## config.mk

```make
export PLATFORM = sky130hd
export DESIGN_NAME = game_session_ctrl
export DESIGN_NICKNAME = d
export VERILOG_FILES = /design/src/rtl/game_session_ctrl.sv
export SDC_FILE = /design/constraint.sdc
export NUM_CORES = 1
export LEC_CHECK = 0
export CORE_ASPECT_RATIO = 0.7
export CORE_UTILIZATION = 24
export CTS_CLUSTER_DIAMETER = 150
export DETAILED_ROUTE_END_ITERATION = 6
export HOLD_SLACK_MARGIN = 0.08
export PLACE_DENSITY = 0.52
export SYNTH_ARGS = -nofsm -noshare
export SYNTH_HDL_FRONTEND = slang
export SYNTH_SLANG_ARGS = --single-unit
```

## constraint.sdc

```tcl
create_clock -name clk -period 2 [get_ports clk]
set_input_delay 0.4 -clock clk [delete_from_list [all_inputs] [get_ports clk]]
set_output_delay 0.4 -clock clk [all_outputs]
set_load 0.005 [all_outputs]
```

## src/rtl/game_session_ctrl.sv

```systemverilog
// Game session controller: coin-insertion timeout, play-session timer,
// banked-coin and refund counters. All outputs are registered.
module game_session_ctrl #(
  parameter int unsigned TIMEOUT_CYCLES = 20,
  parameter int unsigned GAME_CYCLES    = 100,
  parameter int unsigned COINS_PER_GAME = 3,
  parameter int unsigned BANK_W         = 16
) (
  input  logic              clk,
  input  logic              rst,
  input  logic              timer_en,
  input  logic              reset_timer,
  input  logic              game_start,
  input  logic              eat_coins,
  input  logic              spit_coin,
  input  logic              player_done,
  output logic              timer_finish,
  output logic              game_finish,
  output logic              game_active,
  output logic [7:0]        time_left,
  output logic [BANK_W-1:0] coins_banked,
  output logic [7:0]        refund_count
);

  typedef enum logic [2:0] {
    S_IDLE,
    S_ARMED,
    S_TIMEOUT,
    S_PLAYING,
    S_FINISH
  } state_t;

  localparam logic [7:0]      ARM_LOAD  = 8'(TIMEOUT_CYCLES - 1);
  localparam logic [7:0]      GAME_LOAD = 8'(GAME_CYCLES - 1);
  localparam logic [BANK_W:0] COIN_INC  = (BANK_W + 1)'(COINS_PER_GAME);

  state_t      state;
  logic [7:0]  count;
  logic [BANK_W:0] bank_sum;

  // Session FSM: state, shared down-counter and all registered status outputs.
  // time_left mirrors the counter only in ARMED/PLAYING and is zeroed on exit.
  always_ff @(posedge clk or posedge rst) begin
    if (rst) begin
      state        <= S_IDLE;
      count        <= '0;
      timer_finish <= 1'b0;
      game_finish  <= 1'b0;
      game_active  <= 1'b0;
      time_left    <= '0;
    end else begin
      timer_finish <= 1'b0;
      game_finish  <= 1'b0;
      case (state)
        S_IDLE: begin
          if (game_start) begin
            state       <= S_PLAYING;
            count       <= GAME_LOAD;
            time_left   <= GAME_LOAD;
            game_active <= 1'b1;
          end else if (timer_en) begin
            state     <= S_ARMED;
            count     <= ARM_LOAD;
            time_left <= ARM_LOAD;
          end
        end

        S_ARMED: begin
          if (game_start) begin
            state       <= S_PLAYING;
            count       <= GAME_LOAD;
            time_left   <= GAME_LOAD;
            game_active <= 1'b1;
          end else if (reset_timer) begin
            state     <= S_IDLE;
            count     <= '0;
            time_left <= '0;
          end else if (count == '0) begin
            state        <= S_TIMEOUT;
            timer_finish <= 1'b1;
            time_left    <= '0;
          end else begin
            count     <= count - 8'd1;
            time_left <= count - 8'd1;
          end
        end

        S_TIMEOUT: begin
          state <= S_IDLE;
        end

        S_PLAYING: begin
          if (player_done || count == '0) begin
            state       <= S_FINISH;
            count       <= '0;
            time_left   <= '0;
            game_active <= 1'b0;
            game_finish <= 1'b1;
          end else begin
            count     <= count - 8'd1;
            time_left <= count - 8'd1;
          end
        end

        S_FINISH: begin
          state <= S_IDLE;
        end

        default: begin
          state       <= S_IDLE;
          count       <= '0;
          time_left   <= '0;
          game_active <= 1'b0;
        end
      endcase
    end
  end

  // Extended-width sum; the carry bit flags that the bank would overflow.
  always_comb begin
    bank_sum = {1'b0, coins_banked} + COIN_INC;
  end

  // Banked-coin counter, saturating at all-ones, independent of FSM state.
  always_ff @(posedge clk or posedge rst) begin
    if (rst) begin
      coins_banked <= '0;
    end else if (eat_coins) begin
      coins_banked <= bank_sum[BANK_W] ? '1 : bank_sum[BANK_W-1:0];
    end
  end

  // Refund event counter, wraps naturally at 8 bits.
  always_ff @(posedge clk or posedge rst) begin
    if (rst) begin
      refund_count <= '0;
    end else if (spit_coin) begin
      refund_count <= refund_count + 8'd1;
    end
  end

endmodule

```

==> summary.txt, run 1 <==
Implementation status.

- The flow ran to the end, and the final reports show no timing, DRC or antenna violations.
- The fraction of layout cells with a size suffix above 1 is 12.2%.
- The critical path endpoint category is a register.
- The leakage component of the power was reported as between 1 and 1.5 nW.
- The total number of warnings across the stage logs is 27.
- In the final layout, non-clock buffers account for a little under a fifth of the cell area.
- The skew report gives the latency at the later pin of the worst-skew pair as around 0.29 ns.
- The multi-input combinational gate total is approximately 160.
- The group that draws the most power in this run is combinational cells.
- The share of the core filled by cells before placement is about a quarter.
- By area the synthesized netlist is led by sky130_fd_sc_hd__dfrtp_1 (51%), sky130_fd_sc_hd__xnor2_1 (6.5%), sky130_fd_sc_hd__a21o_1 (4.6%).
- Of the total synthesized cell area, the portion taken by full adders, half adders and majority gates is 2.64%.
- The run reported a max-capacitance violation count of 0.
- The critical path goes through inv_1, ha_1, nand2b_1, or4b_1, o21bai_2, a21o_1.
- On the critical path the largest part of the delay comes from simple AND/OR/NAND/NOR gates.
- The final net count is between 200 and 300.
- Data on the critical path arrives at its endpoint at slightly above 2 ns.
- In the final layout, the fill cell count is approximately 950.
- The TritonCTS sink count is 46.
- The routability congestion estimate from global placement is around 0.78.
- The number of search-and-repair iterations in the first detailed-routing pass is 4.
- The number of setup violations in the final report is 0.
- The most area-hungry cell class in the final design is sequential cells.
- The share of the yosys chip area belonging to registers is 50.5%.
- The post-detailed-placement cell area is slightly below 3000 µm².
- In the finished design the tool counted flip-flops and latches totalling between 40 and 50.
- The largest net degree at the start of global routing is 39.
- Final hold analysis gives a worst-case slack of around 0.35 ns.
- Among all flip-flop cells after synthesis, the most frequent one is sky130_fd_sc_hd__dfrtp_1.
- The count of mapped cells out of synthesis is 225.
- The logic area is 1050 µm².
- The clock slew at the register clock pins of the worst setup and hold paths is ~0.060 ns.
- TritonCTS built the clock tree.
- 0 antenna diodes ended up in the layout.
- The chip occupies 9890 µm².
- The hold buffer count at cts is 0.
- The final timing report lists clock skew as 0.00405 ns.
- After floorplanning, the core was sized to cover between 9000 and 10000 µm².
- The launch point of the critical path is count[0]$_DFFE_PP0P_.
- Detailed placement finished with a half-perimeter wire length of around 3900 µm.
- The power per cell area is between 1000 and 1500 nW/µm².
- The launch point of the worst reg-to-reg path is count[0]$_DFFE_PP0P_.
- The total standard cell area after synthesis is about 2300 µm².
- The timing report notes that buffer and inverter cells on the critical path total 1.
- The number of register bits inferred by synthesis is roughly 46.
- The final antenna-violating net count is 0.
- The most frequently used library cell after synthesis is sky130_fd_sc_hd__dfrtp_1.
- The power of the clock network is around 0.00085 W.
- Pins over their slew limit in the final report were tallied at 0.
- The most critical min-delay path falls under in -> async.
- The global route stage reports its total congestion overflow as 0.
- The maximum level of the CTS H-tree is 2.
- The synthesized-area fraction occupied by and/or/nand/nor cells is 19.0%.
- The initial antenna violation count is 0.
- Tap insertion was completed with around 120 tapcells.
- For this run, asynchronously set or reset flops after synthesis account for 100%.
- Counting flops with a built-in enable in the synthesized netlist gives 0.
- In this run, the clock network consumes between 10% and 20% of the power.
- For the finished layout, the period the worst path requires is 1.84 ns.
- The first global-routing pass estimated between 9000 and 10000 µm of wire.
## run 1: repair_timing
action	4_1_cts	5_1_grt
gates resized	0	1
endpoints found under the hold margin	0	0
endpoints found under the setup margin	0	3
setup buffers	0	0
## run 1: metrics by stage
step	std cells	total power, W	TNS [ns]	worst slack (ns)	util [%]
global route	410	0.00468	-0.0000588	-0.0000588	34.2
finish	410	0.00431	0	0.165	34.2
detailed placement	402	0.00349	-0.00975	-0.00975	32.5
floorplan	225	0.00260	0	0.205	-
global placement	402	0.00347	0	0.0561	32.5
CTS	410	0.00437	0	0.0633	34.1
## run 1: flip-flops by register name (all words and copies together), names as in the netlist
name	count
state	3
timer_finish	1
game_active	1
refund_count	8
time_left	8
count	8
game_finish	1
coins_banked	16
## run 1: metal layers
metal / GRT usage [%] / share of wire, % / up-vias
met1: 18.1 / 55 / 874
met5: 0 / 0 / -
met2: 16.2 / 39 / 31
met4: 3.80 / 1.4 / 0
met3: 3.21 / 4.3 / 8
li1: - / - / 909
## run 1: kinds of logic (layout without fill, tap and decap cells)
kind of cell	Yosys count	count (layout)
AND-OR/OR-AND	50	50
XOR/XNOR	23	23
adder cells (fa/ha/maj)	5	5
buffers and inverters	19	80
flip-flops	46	46
multiplexers	2	2
AND/OR/NAND/NOR	80	80
## run 1: final timing paths
path	endpoint	slack, ns	depth (start not counted)
worst max-delay path	count[3]$_DFFE_PP0P_	0.16	6
worst min-delay path	refund_count[7]$_DFFE_PP0P_	0.35	2
worst max register to register	count[3]$_DFFE_PP0P_	0.16	6
worst min register to register	refund_count[7]$_DFFE_PP0P_	0.47	1
max in group asynchronous	time_left[3]$_DFFE_PP0P_	1.19	3
min in group clk	refund_count[7]$_DFFE_PP0P_	0.47	1
Figure 1. Register map, names as in the netlist (run 1).
Drawn at 2 px/µm. Other sequential cells in the stronger gray, the rest of the logic in the fainter gray.
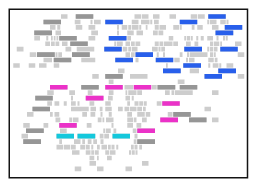
[magenta] `count` | flops: 8 | where: middle
[blue] `coins_banked` | flops: 16
[cyan] `state` | flops: 3
not colored: 19
flip-flop and latch share of the layout cell area: 36.9%
final core utilization: 34.2%
sequential cell area: 1150 µm²

Figure 2. Clock network drawn from the DEF (run 1).
Drawn at 3 px/µm.
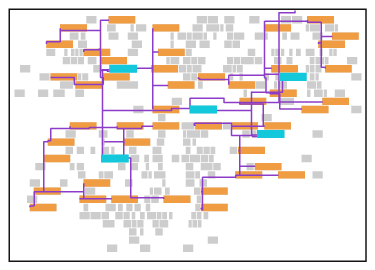
[purple] clock wires | length: 705 µm
[cyan] cells driving clock nets | count: 5
[orange] flip-flops | count: 46
routed clock nets: 6
flops lie: widely spread

Figure 3. Metal 3 (run 1).
Drawn at 2 px/µm. Cells faint in the background.
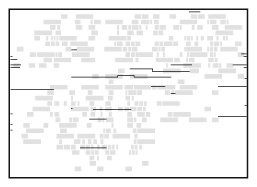
main direction: horizontal
nets with wire on the layer: 22
share of all routed wire: 4.3%
wire length on this layer: 227 µm
longest straight run: 23.0 µm
detailed-route via count: 1822
detailed-route wire length: 5260 µm
met3 track utilization from global routing: 3.21%

==> run 2: changes to the inputs <==
- SLEW_MARGIN: default -> 20
- clock period: 2 -> 2.3 ns (I/O delays scaled with it)
Figure 4. Metal 3 (run 2).
Drawn at 2 px/µm. Cells faint in the background.
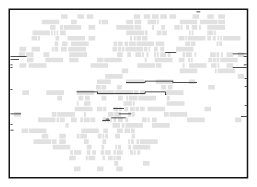
longest straight run: 23.9 µm
main direction: horizontal
wire length on this layer: 154 µm
share of all routed wire: 3.0%
detailed-route wire length: 5180 µm
detailed-route via count: 1787
met3 track utilization from global routing: 2.73%

Figure 5. Register map, names as in the netlist (run 2).
Drawn at 2 px/µm. Other sequential cells in the stronger gray, the rest of the logic in the fainter gray.
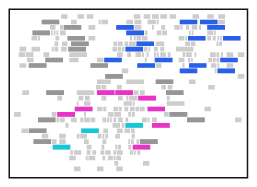
[cyan] `state` | flops: 3
[blue] `coins_banked` | flops: 16
[magenta] `count` | flops: 8 | where: middle

==> run 2 against run 1 <==
Via count is 1.9% lower. Sequential share of layout area is 0.95 points higher. Power is 14% lower. Final cell count is 2.4% lower. Largest cell class unchanged. Non-clock buffer count is 10 lower.
==> summary.txt, run 2 <==
Implementation status.

- The ratio of routed vias to standard cells was 4.47 (was 4.44).
- The xor/xnor cell area share of the yosys netlist came to 8.85% (unchanged).
- The part of the total power dissipated in the clock network is 20.0% (was 19.7%).
- The number of cells on the worst reg-to-reg path is 4 (was 6).
- The number of search-and-repair iterations in the first detailed-routing pass was 4 (unchanged).
- The power of the clock network was 0.000738 W (was 0.000850 W).
- The number of setup violations in the final report is 0 (unchanged).
- The clock slew at the register clock pins of the worst setup and hold paths is 0.07 ns (was 0.06 ns).
- The power per cell area is 1210 nW/µm² (was 1380 nW/µm²).
- The highest-count logic cell in the final layout is sky130_fd_sc_hd__dfrtp_1 (unchanged).
- The slack of the critical path is 0.357 ns (was 0.165 ns).
- The share of final layout cell area taken by clock buffers and inverters is 4.85% (was 4.73%).
- The part of the cycle the worst path needs is 84.5% (was 91.8%).
- The endpoint required time on the critical path is 2.53 ns (was 2.23 ns).
- The count of flip-flops and latches was 46 (unchanged).
- The maximum VDD drop was 0.377 mV (was 0.410 mV).
- The TritonCTS sink count was 46 (unchanged).
- The endpoint of the most critical setup path is count[7]$_DFFE_PP0P_ (was count[3]$_DFFE_PP0P_).
- The initial antenna violation count is 0 (unchanged).
- The data arrival time at the worst-slack endpoint was 2.17 ns (was 2.06 ns).
- The multi-input combinational gate total was 160 (unchanged).
- The storage element area is 1150 µm² (unchanged).
- The number of register bits inferred by synthesis came to 46 (unchanged).
- The combinational power is 0.00150 W (was 0.00184 W).
- The maximum level of the CTS H-tree is 2 (unchanged).
- The number of I/O pins was 43 (unchanged).
- The count of inserted antenna diode cells is 0 (unchanged).
- The post-cts gate resize count is 0 (unchanged).
- The tap cell count is 124 (unchanged).
- The largest net degree at the start of global routing is 31 (was 39).
- The count of mapped cells out of synthesis was 225 (unchanged).
- The cell with the most instances after synthesis is sky130_fd_sc_hd__dfrtp_1 (unchanged).
- The number of fillers in the final layout is 951 (unchanged).
- The fraction of layout cells with a size suffix above 1 is 8.70% (was 12.2%).
- The net switching component of the power is 0.00131 W (was 0.00151 W).
- The clock latency reported for the late side of the worst-skew pair is 0.29 ns (about the same).
- The share of the core filled by cells before placement came to 24.9% (unchanged).
- The estimated wirelength of the detail-placed design was 3770 µm (was 3880 µm).
- Biggest area cells: sky130_fd_sc_hd__dfrtp_1 (51%), sky130_fd_sc_hd__xnor2_1 (6.5%), sky130_fd_sc_hd__a21o_1 (4.6%) (unchanged).
- The core outline area is 9140 µm² (unchanged).
- The sum of overflow across all layers after global routing is 0 (unchanged).
- Outcome: finished, final reports clean (unchanged).
- The register-to-register setup slack is 0.36 ns (was 0.16 ns).
- The share of the yosys chip area belonging to registers was 50.5% (unchanged).
- The post-synthesis cell type with the largest combined area is sky130_fd_sc_hd__dfrtp_1 (unchanged).
- The adder-cell share of the synthesized area is 2.64% (unchanged).
- The clock skew after layout is 0.00551 ns (was 0.00405 ns).
- The post-place setup slack is 0.219 ns (was -0.00975 ns).
- The logic area came to 1040 µm² (was 1050 µm²).
- The final net count was 287 (was 297).
- The final period demand of the worst path is 1.94 ns (was 1.84 ns).
- The class of the most critical hold timing path is in -> async (unchanged).
- The number of setup buffers added after CTS is 0 (unchanged).
- The area enclosed by the die boundary was 9890 µm² (unchanged).
- The final antenna-violating net count came to 0 (unchanged).
- The fraction of registers with async set/reset is 100% (unchanged).
- The leakage power total was 1.36 nW (was 1.41 nW).
- The launch point of the critical path is count[3]$_DFFE_PP0P_ (was count[0]$_DFFE_PP0P_).
- The number of max-slew violations in the final report was 0 (unchanged).
- The aggregate negative setup slack is 0 ns (unchanged).
- The launch point of the worst reg-to-reg path is count[3]$_DFFE_PP0P_ (was count[0]$_DFFE_PP0P_).
- The portion of total power attributed to sequential cells is 39.2% (was 37.6%).
- The hold violation total from the final report was 0 (unchanged).
- The critical path endpoint category is a register (unchanged).
- The number of flip-flops under the largest register name is 16 (unchanged).
- The routability congestion estimate from global placement is 0.778 (was 0.784).
- The layout buffering overhead excluding clock cells was 16.7% (was 18.7%).
- The total standard cell area after synthesis is 2280 µm² (unchanged).
- The hold buffer count at cts is 0 (unchanged).
- The total number of warnings across the stage logs is 27 (unchanged).
- The number of maximum-capacitance constraint violations was 0 (unchanged).
- The worst flop-to-flop path endpoint is count[7]$_DFFE_PP0P_ (was count[3]$_DFFE_PP0P_).
- The clock tree from TritonCTS is done (unchanged).
- The net switching fraction of the power is 35.5% (was 35.1%).
- The fraction of the mapped netlist area in compound gates was 14.5% (unchanged).
- The top logic cell family in the synthesized netlist is simple AND/OR/NAND/NOR gates (unchanged).
- The global-route wire length before repair is 8720 µm (was 9430 µm).
- The combinational cell fraction of total power was 40.8% (was 42.7%).
- The commonest register cell after synthesis is sky130_fd_sc_hd__dfrtp_1 (unchanged).
- The most area-hungry cell class in the final design is sequential cells (unchanged).
- The register containing the most flip-flops in the final layout is coins_banked (unchanged).
- Cell breakdown of the critical path: or4_4, or4_1, a21oi_1, a21o_1 (was inv_1, ha_1, nand2b_1, or4b_1, o21bai_2, a21o_1).
- The cell row count is 29 (unchanged).
- The register fraction of the total cell area was 37.8% (was 36.9%).
- The count of flip-flops with a built-in enable after synthesis is 0 (unchanged).
- The synthesized-area fraction occupied by and/or/nand/nor cells came to 19.0% (unchanged).
- The largest power group is combinational cells (unchanged).
run 2: cell counts after synthesis:
Identical to the previous run, type by type.
run 2: kinds of logic (layout without fill, tap and decap cells):
family,count (synthesis),after routing
compound gates,50,50
flops,46,46
fa+ha+maj,5,5
xor+xnor,23,23
mux,2,2
simple gates,80,80
buf+inv,19,70
run 2: how the worst min path moves through the flow:
stage,from,end,slack (ns),cells past startpoint
5_1_grt,time_left[1]$_DFFE_PP0P_,time_left[1]$_DFFE_PP0P_,0.51,1
3_5_place_dp,game_active$_DFFE_PP0P_,game_active$_DFFE_PP0P_,0.47,1
2_1_floorplan,refund_count[7]$_DFFE_PP0P_,refund_count[7]$_DFFE_PP0P_,0.47,1
3_3_place_gp,refund_count[7]$_DFFE_PP0P_,refund_count[7]$_DFFE_PP0P_,0.46,1
6_report,rst,refund_count[5]$_DFFE_PP0P_,0.48,2
4_1_cts,time_left[1]$_DFFE_PP0P_,time_left[1]$_DFFE_PP0P_,0.49,1
run 2: metal layers:
metal / track usage [%] / share of wire [%] / vias up
met5: 0 / 0 / -
met4: 3.80 / 1.1 / 0
met1: 17.5 / 57 / 856
li1: - / - / 894
met2: 14.5 / 39 / 33
met3: 2.73 / 3.0 / 4
run 2: critical path, delay by kind of cell (launching register included):
kind            cells  cell delay [ns]
compound gates      2             0.36
simple gates        2             1.07
flops               1             0.46
run 2: metrics by stage:
step           std cells  power [W]  utilization [%]  instance area (µm²)  hold slack (ns)
6_report             400    0.00369             33.3                 3040            0.482
5_1_grt              400    0.00397             33.3                 3040            0.508
3_3_place_gp         392    0.00296             31.7                 2900            0.460
2_1_floorplan        225    0.00226                -                 2280            0.468
3_5_place_dp         392    0.00297             31.7                 2900            0.469
4_1_cts              400    0.00373             33.3                 3040            0.489
Power and IR drop assume default switching activity.
